**src/rtl/mem_pkg.sv**
```systemverilog
// mem_pkg: shared types and default widths for the MEM/WB access stage.
//   rf_d_sel_e : write-back source select encoding
//   state_e    : access controller states
package mem_pkg;

    localparam int DEF_ADDR_W = 16;
    localparam int DEF_DATA_W = 32;

    typedef enum logic [1:0] {
        SEL_ALU  = 2'd0,
        SEL_DM   = 2'd1,
        SEL_PC   = 2'd2,
        SEL_RSVD = 2'd3   // behaves like SEL_ALU
    } rf_d_sel_e;

    typedef enum logic {
        IDLE   = 1'b0,
        ACCESS = 1'b1
    } state_e;

endpackage

```
**src/rtl/mem_wait_timer.sv**
```systemverilog
// mem_wait_timer: saturating cycle counter that flags a memory access which
// has waited MAX_WAIT cycles without completing.
//   clk, rst : clock, asynchronous active-high reset
//   clear    : force the count to zero (has priority over enable)
//   enable   : count one more waiting cycle
//   expire   : count has reached MAX_WAIT
module mem_wait_timer #(
    parameter int MAX_WAIT = 15
) (
    input  logic clk,
    input  logic rst,
    input  logic clear,
    input  logic enable,
    output logic expire
);

    logic [7:0] cnt_q;
    logic [7:0] cnt_d;

    always_comb begin
        cnt_d = cnt_q;
        if (clear) begin
            cnt_d = 8'd0;
        end else if (enable && (cnt_q != 8'(MAX_WAIT))) begin
            cnt_d = cnt_q + 8'd1;
        end
    end

    always_ff @(posedge clk or posedge rst) begin
        if (rst) begin
            cnt_q <= 8'd0;
        end else begin
            cnt_q <= cnt_d;
        end
    end

    assign expire = (cnt_q == 8'(MAX_WAIT));

endmodule

```
**src/rtl/mem_wb_access.sv**
```systemverilog
// mem_wb_access: MEM stage. Issues a req/ack data-memory access for loads and
// stores, stalls upstream while the access is outstanding, and registers the
// selected write-back value as the MEM/WB outputs.
//   MEM_*      : EX/MEM pipeline register contents (held stable while stall=1)
//   dm_*       : data-memory port. dm_req rises with registered addr/wdata/we
//                and stays high, with those fields frozen, until the cycle in
//                which dm_ack=1 (or the wait timer aborts the access).
//   stall      : combinational hold request to EX/MEM and earlier stages
//   WB_*       : registered MEM/WB outputs, WB_VALID pulses once per retire
//   dm_err     : sticky flag, set when an access is aborted on timeout
module mem_wb_access
    import mem_pkg::*;
#(
    parameter int ADDR_W   = DEF_ADDR_W,
    parameter int DATA_W   = DEF_DATA_W,
    parameter int MAX_WAIT = 15
) (
    input  logic              clk,
    input  logic              rst,
    input  logic              MEM_VALID,
    input  logic              MEM_DM_WE,
    input  logic [DATA_W-1:0] MEM_ALU_RES,
    input  logic [DATA_W-1:0] MEM_muxB,
    input  logic [ADDR_W-1:0] MEM_DM_ADDR,
    input  logic [1:0]        MEM_RF_D_SEL,
    input  logic [DATA_W-1:0] MEM_NEXT_PC,
    input  logic [1:0]        MEM_RD_SEL,
    output logic              dm_req,
    output logic              dm_we,
    output logic [ADDR_W-1:0] dm_addr,
    output logic [DATA_W-1:0] dm_wdata,
    input  logic              dm_ack,
    input  logic [DATA_W-1:0] dm_rdata,
    output logic              stall,
    output logic              WB_VALID,
    output logic              WB_RF_WE,
    output logic [DATA_W-1:0] WB_DATA,
    output logic [1:0]        WB_RD_SEL,
    output logic              dm_err
);

    state_e              state_q, state_d;
    logic                dm_req_q, dm_req_d;
    logic                dm_we_q, dm_we_d;
    logic [ADDR_W-1:0]   dm_addr_q, dm_addr_d;
    logic [DATA_W-1:0]   dm_wdata_q, dm_wdata_d;
    logic                wb_valid_q, wb_valid_d;
    logic                wb_rf_we_q, wb_rf_we_d;
    logic [DATA_W-1:0]   wb_data_q, wb_data_d;
    logic [1:0]          wb_rd_sel_q, wb_rd_sel_d;
    logic                dm_err_q, dm_err_d;
    logic                stall_c;

    logic                need_mem;
    logic                is_load;
    logic [DATA_W-1:0]   sel_val;
    logic                timer_clear;
    logic                timer_enable;
    logic                timer_expire;

    // A store whose select says "memory" is still just a store.
    assign need_mem = MEM_VALID & (MEM_DM_WE | (MEM_RF_D_SEL == SEL_DM));
    assign is_load  = ~MEM_DM_WE & (MEM_RF_D_SEL == SEL_DM);
    assign sel_val  = (MEM_RF_D_SEL == SEL_PC) ? MEM_NEXT_PC : MEM_ALU_RES;

    // Counter value equals the number of ACCESS cycles already spent waiting.
    assign timer_clear  = (state_q == IDLE);
    assign timer_enable = (state_q == ACCESS) & ~dm_ack;

    mem_wait_timer #(
        .MAX_WAIT (MAX_WAIT)
    ) u_timer (
        .clk    (clk),
        .rst    (rst),
        .clear  (timer_clear),
        .enable (timer_enable),
        .expire (timer_expire)
    );

    always_comb begin
        state_d     = state_q;
        dm_req_d    = dm_req_q;
        dm_we_d     = dm_we_q;
        dm_addr_d   = dm_addr_q;
        dm_wdata_d  = dm_wdata_q;
        wb_valid_d  = 1'b0;
        wb_rf_we_d  = 1'b0;
        wb_data_d   = wb_data_q;
        wb_rd_sel_d = wb_rd_sel_q;
        dm_err_d    = dm_err_q;
        stall_c     = 1'b0;
        case (state_q)
            IDLE: begin
                if (need_mem) begin
                    // Detect cycle: launch the access, retire a bubble.
                    stall_c    = 1'b1;
                    state_d    = ACCESS;
                    dm_req_d   = 1'b1;
                    dm_we_d    = MEM_DM_WE;
                    dm_addr_d  = MEM_DM_ADDR;
                    dm_wdata_d = MEM_muxB;
                end else begin
                    wb_valid_d  = MEM_VALID;
                    wb_rf_we_d  = MEM_VALID & ~MEM_DM_WE;
                    wb_data_d   = sel_val;
                    wb_rd_sel_d = MEM_RD_SEL;
                end
            end
            ACCESS: begin
                // Ack takes priority over a simultaneous timeout.
                if (dm_ack) begin
                    state_d     = IDLE;
                    dm_req_d    = 1'b0;
                    wb_valid_d  = MEM_VALID;
                    wb_rf_we_d  = MEM_VALID & ~MEM_DM_WE;
                    wb_data_d   = is_load ? dm_rdata : sel_val;
                    wb_rd_sel_d = MEM_RD_SEL;
                end else if (timer_expire) begin
                    state_d  = IDLE;
                    dm_req_d = 1'b0;
                    dm_err_d = 1'b1;
                end else begin
                    stall_c = 1'b1;
                end
            end
            default: begin
                state_d = IDLE;
            end
        endcase
    end

    always_ff @(posedge clk or posedge rst) begin
        if (rst) begin
            state_q     <= IDLE;
            dm_req_q    <= 1'b0;
            dm_we_q     <= 1'b0;
            dm_addr_q   <= '0;
            dm_wdata_q  <= '0;
            wb_valid_q  <= 1'b0;
            wb_rf_we_q  <= 1'b0;
            wb_data_q   <= '0;
            wb_rd_sel_q <= 2'd0;
            dm_err_q    <= 1'b0;
        end else begin
            state_q     <= state_d;
            dm_req_q    <= dm_req_d;
            dm_we_q     <= dm_we_d;
            dm_addr_q   <= dm_addr_d;
            dm_wdata_q  <= dm_wdata_d;
            wb_valid_q  <= wb_valid_d;
            wb_rf_we_q  <= wb_rf_we_d;
            wb_data_q   <= wb_data_d;
            wb_rd_sel_q <= wb_rd_sel_d;
            dm_err_q    <= dm_err_d;
        end
    end

    // Stall is combinational; masking with rst keeps it low during reset
    // even if the upstream slot still presents a memory instruction.
    assign stall     = stall_c & ~rst;
    assign dm_req    = dm_req_q;
    assign dm_we     = dm_we_q;
    assign dm_addr   = dm_addr_q;
    assign dm_wdata  = dm_wdata_q;
    assign WB_VALID  = wb_valid_q;
    assign WB_RF_WE  = wb_rf_we_q;
    assign WB_DATA   = wb_data_q;
    assign WB_RD_SEL = wb_rd_sel_q;
    assign dm_err    = dm_err_q;

endmodule
```
**config.mk**
```make
export PLATFORM = sky130hd
export DESIGN_NAME = mem_wb_access
export DESIGN_NICKNAME = d
export VERILOG_FILES = /design/src/rtl/mem_pkg.sv /design/src/rtl/mem_wait_timer.sv /design/src/rtl/mem_wb_access.sv
export SDC_FILE = /design/constraint.sdc
export NUM_CORES = 1
export LEC_CHECK = 0
export CAP_MARGIN = 20
export CELL_PAD_IN_SITES_DETAIL_PLACEMENT = 1
export CELL_PAD_IN_SITES_GLOBAL_PLACEMENT = 1
export CORE_MARGIN = 1
export CORE_UTILIZATION = 45
export DETAILED_ROUTE_END_ITERATION = 10
export DONT_BUFFER_PORTS = 1
export PLACE_DENSITY_LB_ADDON = 0.12
export SLEW_MARGIN = 40
export SYNTH_ARGS = -nofsm -noshare
export SYNTH_HDL_FRONTEND = slang
export SYNTH_SLANG_ARGS = --single-unit
export TNS_END_PERCENT = 20
```
**constraint.sdc**
```tcl
create_clock -name clk -period 3.82 [get_ports clk]
set_input_delay 0.764 -clock clk [delete_from_list [all_inputs] [get_ports clk]]
set_output_delay 0.764 -clock clk [all_outputs]
set_load 0.01 [all_outputs]
```
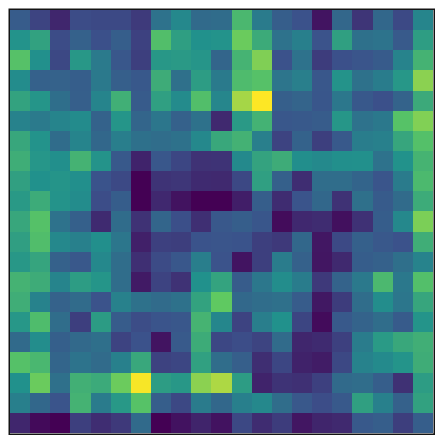
**Above:** run 1 (signal metal coverage by tile).
Scale: 4 px per micron. 21 x 21 tiles, from dark purple (low) to yellow (high), scaled to the fullest tile. Values are wire area over tile area, all layers added.
fullest tile: 0.49
nearly empty tiles: 1.4%
tiles over half the peak: 26%
mean over tiles: 0.18
densest ninth of the die: north
emptiest ninth of the die: center
vias: 3,323
Post-Route WL: 12,500 microns
Routed wire per std cell: 23.9 microns

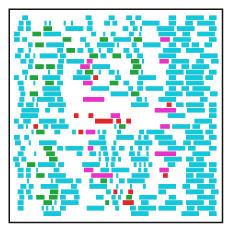
**Above:** run 1 (cells by drive strength).
Scale: 2 px per micron.
[green] x2 | cells: 34
[cyan] x1 and smaller | cells: 327
[red] x3 and x4 | cells: 13
[magenta] x6 and larger | cells: 15
final worst slack: 1210 ps
final instance area: 5180 sq um
P&R area growth vs syn: 6.80%

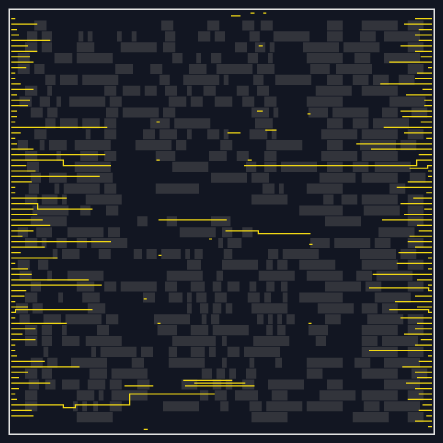
**Above:** run 1 (metal 3).
Scale: 4 px per micron. Cells faint in the background.
nets with wire on the layer: 158
share of all routed wire: 8.5%
met3 Usage GRT: 0.0569

## run 1: layout make-up
type / count / share of cell area
clock buffer: 9 / 0.0239
clock inverter: 6 / 0.0265
inverter: 3 / 0.00265
multi-input combinational: 265 / 0.436
sequential: 96 / 0.463
tap: 136 / 0.0328
timing repair buffer: 10 / 0.0145
## run 1: path summary, 6_finish.rpt
| path | cells after the start | from | endpoint |
|---|---|---|---|
| worst min-delay path | 1 | rst | state_q |
| worst min register to register | 1 | u_timer.cnt_q[3] | u_timer.cnt_q[3] |
| worst max register to register | 4 | state_q | WB_DATA[5] |
| worst max-delay path | 4 | state_q | WB_DATA[5] |
| max in group asynchronous | 2 | rst | WB_DATA[5] |
| min in group clk | 1 | MEM_muxB[22] | dm_wdata[22] |
==> impl_metrics.ini, run 1 <==
; flow metrics
[logic_synthesis]
synth_cells = 406
fa_ha_area_frac = 0.00258
syn_area_sq_um = 4850
ys_cells = 406
synth-area-yosys_sq_um = 4850
syn_nets = 560
yosys.area_share.simple = 0.124
yosys.area.top_type = dfrtp_1
ys_async_sr_fraction = 1.00
ys_types = 42

[worst_setup_path]
path_delay_family = AND-OR/OR-AND gates
crit_fanout = 33
path_buffers = 1
crit_required_ps = 4050
cp-end-kind = register

[global_route]
track_usage = 0.228
antenna_found_initial = 0

[placement]
dpl.cell_count = 510
dp_slack_ps = 1080
place_area_sq_um = 4920

[pwr]
swShare = 0.306
powerComb_mw = 0.428
p_leak_nw = 2.19
pg_seq_mw = 1.50
top_power_group = registers
internal-power_mw = 1.94
clkPwrFrac = 0.308

[finish]
lay_top_count = dfrtp_1
layoutNonFillerInstCount = 525
flop_area_sq_um = 2400

[timing]
fin_tns_setup_ps = 0
hold_slack_ps = 362
period_used_share = 0.684
timing.fmax_mhz = 383
slew_viol_final = 0
rsz0062_at_grt = no

[route]
met1Wirelength_microns = 4960
ant_nets = 0
dr_wl_met3_microns = 1070
initialDrtViolationCount = 117

[cts]
cts_hold_buf = 0
cts_buffers = 9
tritoncts = yes
cts_setup_buffers = 0

[floorplan]
die_h_microns = 106

[run]
warnings = 26

[status]
status = completed
==> inputs of run 2 (changes only) <==
Clock period 3.82 ns to 2.6 ns, I/O delays scaled along.
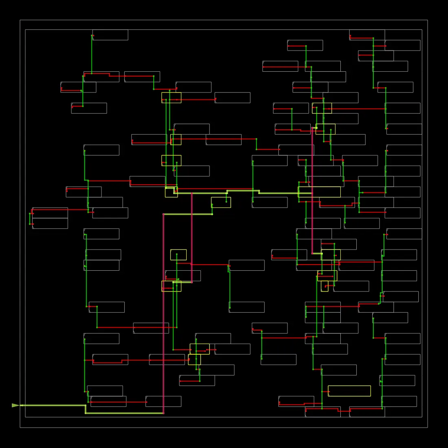
**Above:** run 2 (clock wiring as the flow saved it).
flip-flops: 96
Num CTS Buffers: 9
layout clock buffer count: 9
Clock Sinks: 96

==> run 2 against run 1 <==
Effect of this change:
- sequential power rose by 47%
- via count rose by 0.24%
- core utilization rose by 0.12 points
- sequential share of layout area fell by 0.11 points
- non-clock buffer count rose by 2
- critical endpoint is now stall
- combinational power rose by about 50%
- largest power group unchanged
- final cell count rose by 0.57%
- critical path depth fell by 1
- routed wire length fell by 1.0%
- register-to-register slack got worse by 520 ps
- design area rose by 0.24%
==> impl_metrics.ini, run 2 <==
; flow metrics
[cts]
tritoncts = yes
cts_hold_buf = 0

[logic_synthesis]
yosys.area.top_type = dfrtp_1
ys_cells = 406
syn_nets = 560
ys_types = 42
ys_async_sr_fraction = 1.00

[finish]
area_delta_synth_final_pct = 7.06
lay_top_count = dfrtp_1
layoutNonFillerInstCount = 528
finalInstanceArea_sq_um = 5200

[timing]
timing.fmax_mhz = 450
rsz0062_at_grt = no
fin_tns_setup_ps = 0
postLayoutSetupSlackWorst_ps = 376
slew_viol_final = 0

[placement]
dpl.cell_count = 512
dp_slack_ps = 388

[worst_setup_path]
cp-end-kind = output port
crit_required_ps = 2080
reg2reg_depth = 5
crit_path_start = u_timer.cnt_q[5]
crit_fanout = 5
r2r-start = state_q
timing.rr.end = dm_wdata[29]

[route]
initialDrtViolationCount = 202
ant_nets = 0
met1Wirelength_microns = 4790
dr_wl_met3_microns = 1090
vias = 3331

[run]
warnings = 26

[status]
status = completed

[floorplan]
die_h_microns = 106

[global_route]
antenna_found_initial = 0
==> run 2: final cells by class <==
cell class	count	area (sq um)
repair buffers	12	115
well taps	136	170
fillers	1072	5170
flip-flops and latches	96	2400
clock inverters	7	101
multi-input cells	265	2270
inverters	3	15.0
clock buffers	9	124
==> run 2: kinds of logic after synthesis <==
kind of cell,count (synthesis),share of synthesized area
compound gates,116,0.214
simple gates,96,0.124
flops,96,0.495
mux,52,0.120
buf+inv,45,0.0443
fa+ha+maj,1,0.00258
==> run 2: where the power goes <==
group / internal [mW] / switching [mW]
sequential: 1.81 / 0.396
combinational: 0.309 / 0.335
clock: 0.554 / 0.543
==> run 2: worst max-delay path, cell delays in order, from the launching register on <==
cell	delay, ps
dfrtp_1	430
or3_1	470
o21ai_0	290
a21oi_1	160
No activity file was given, so power comes from the tool's default toggle rates.
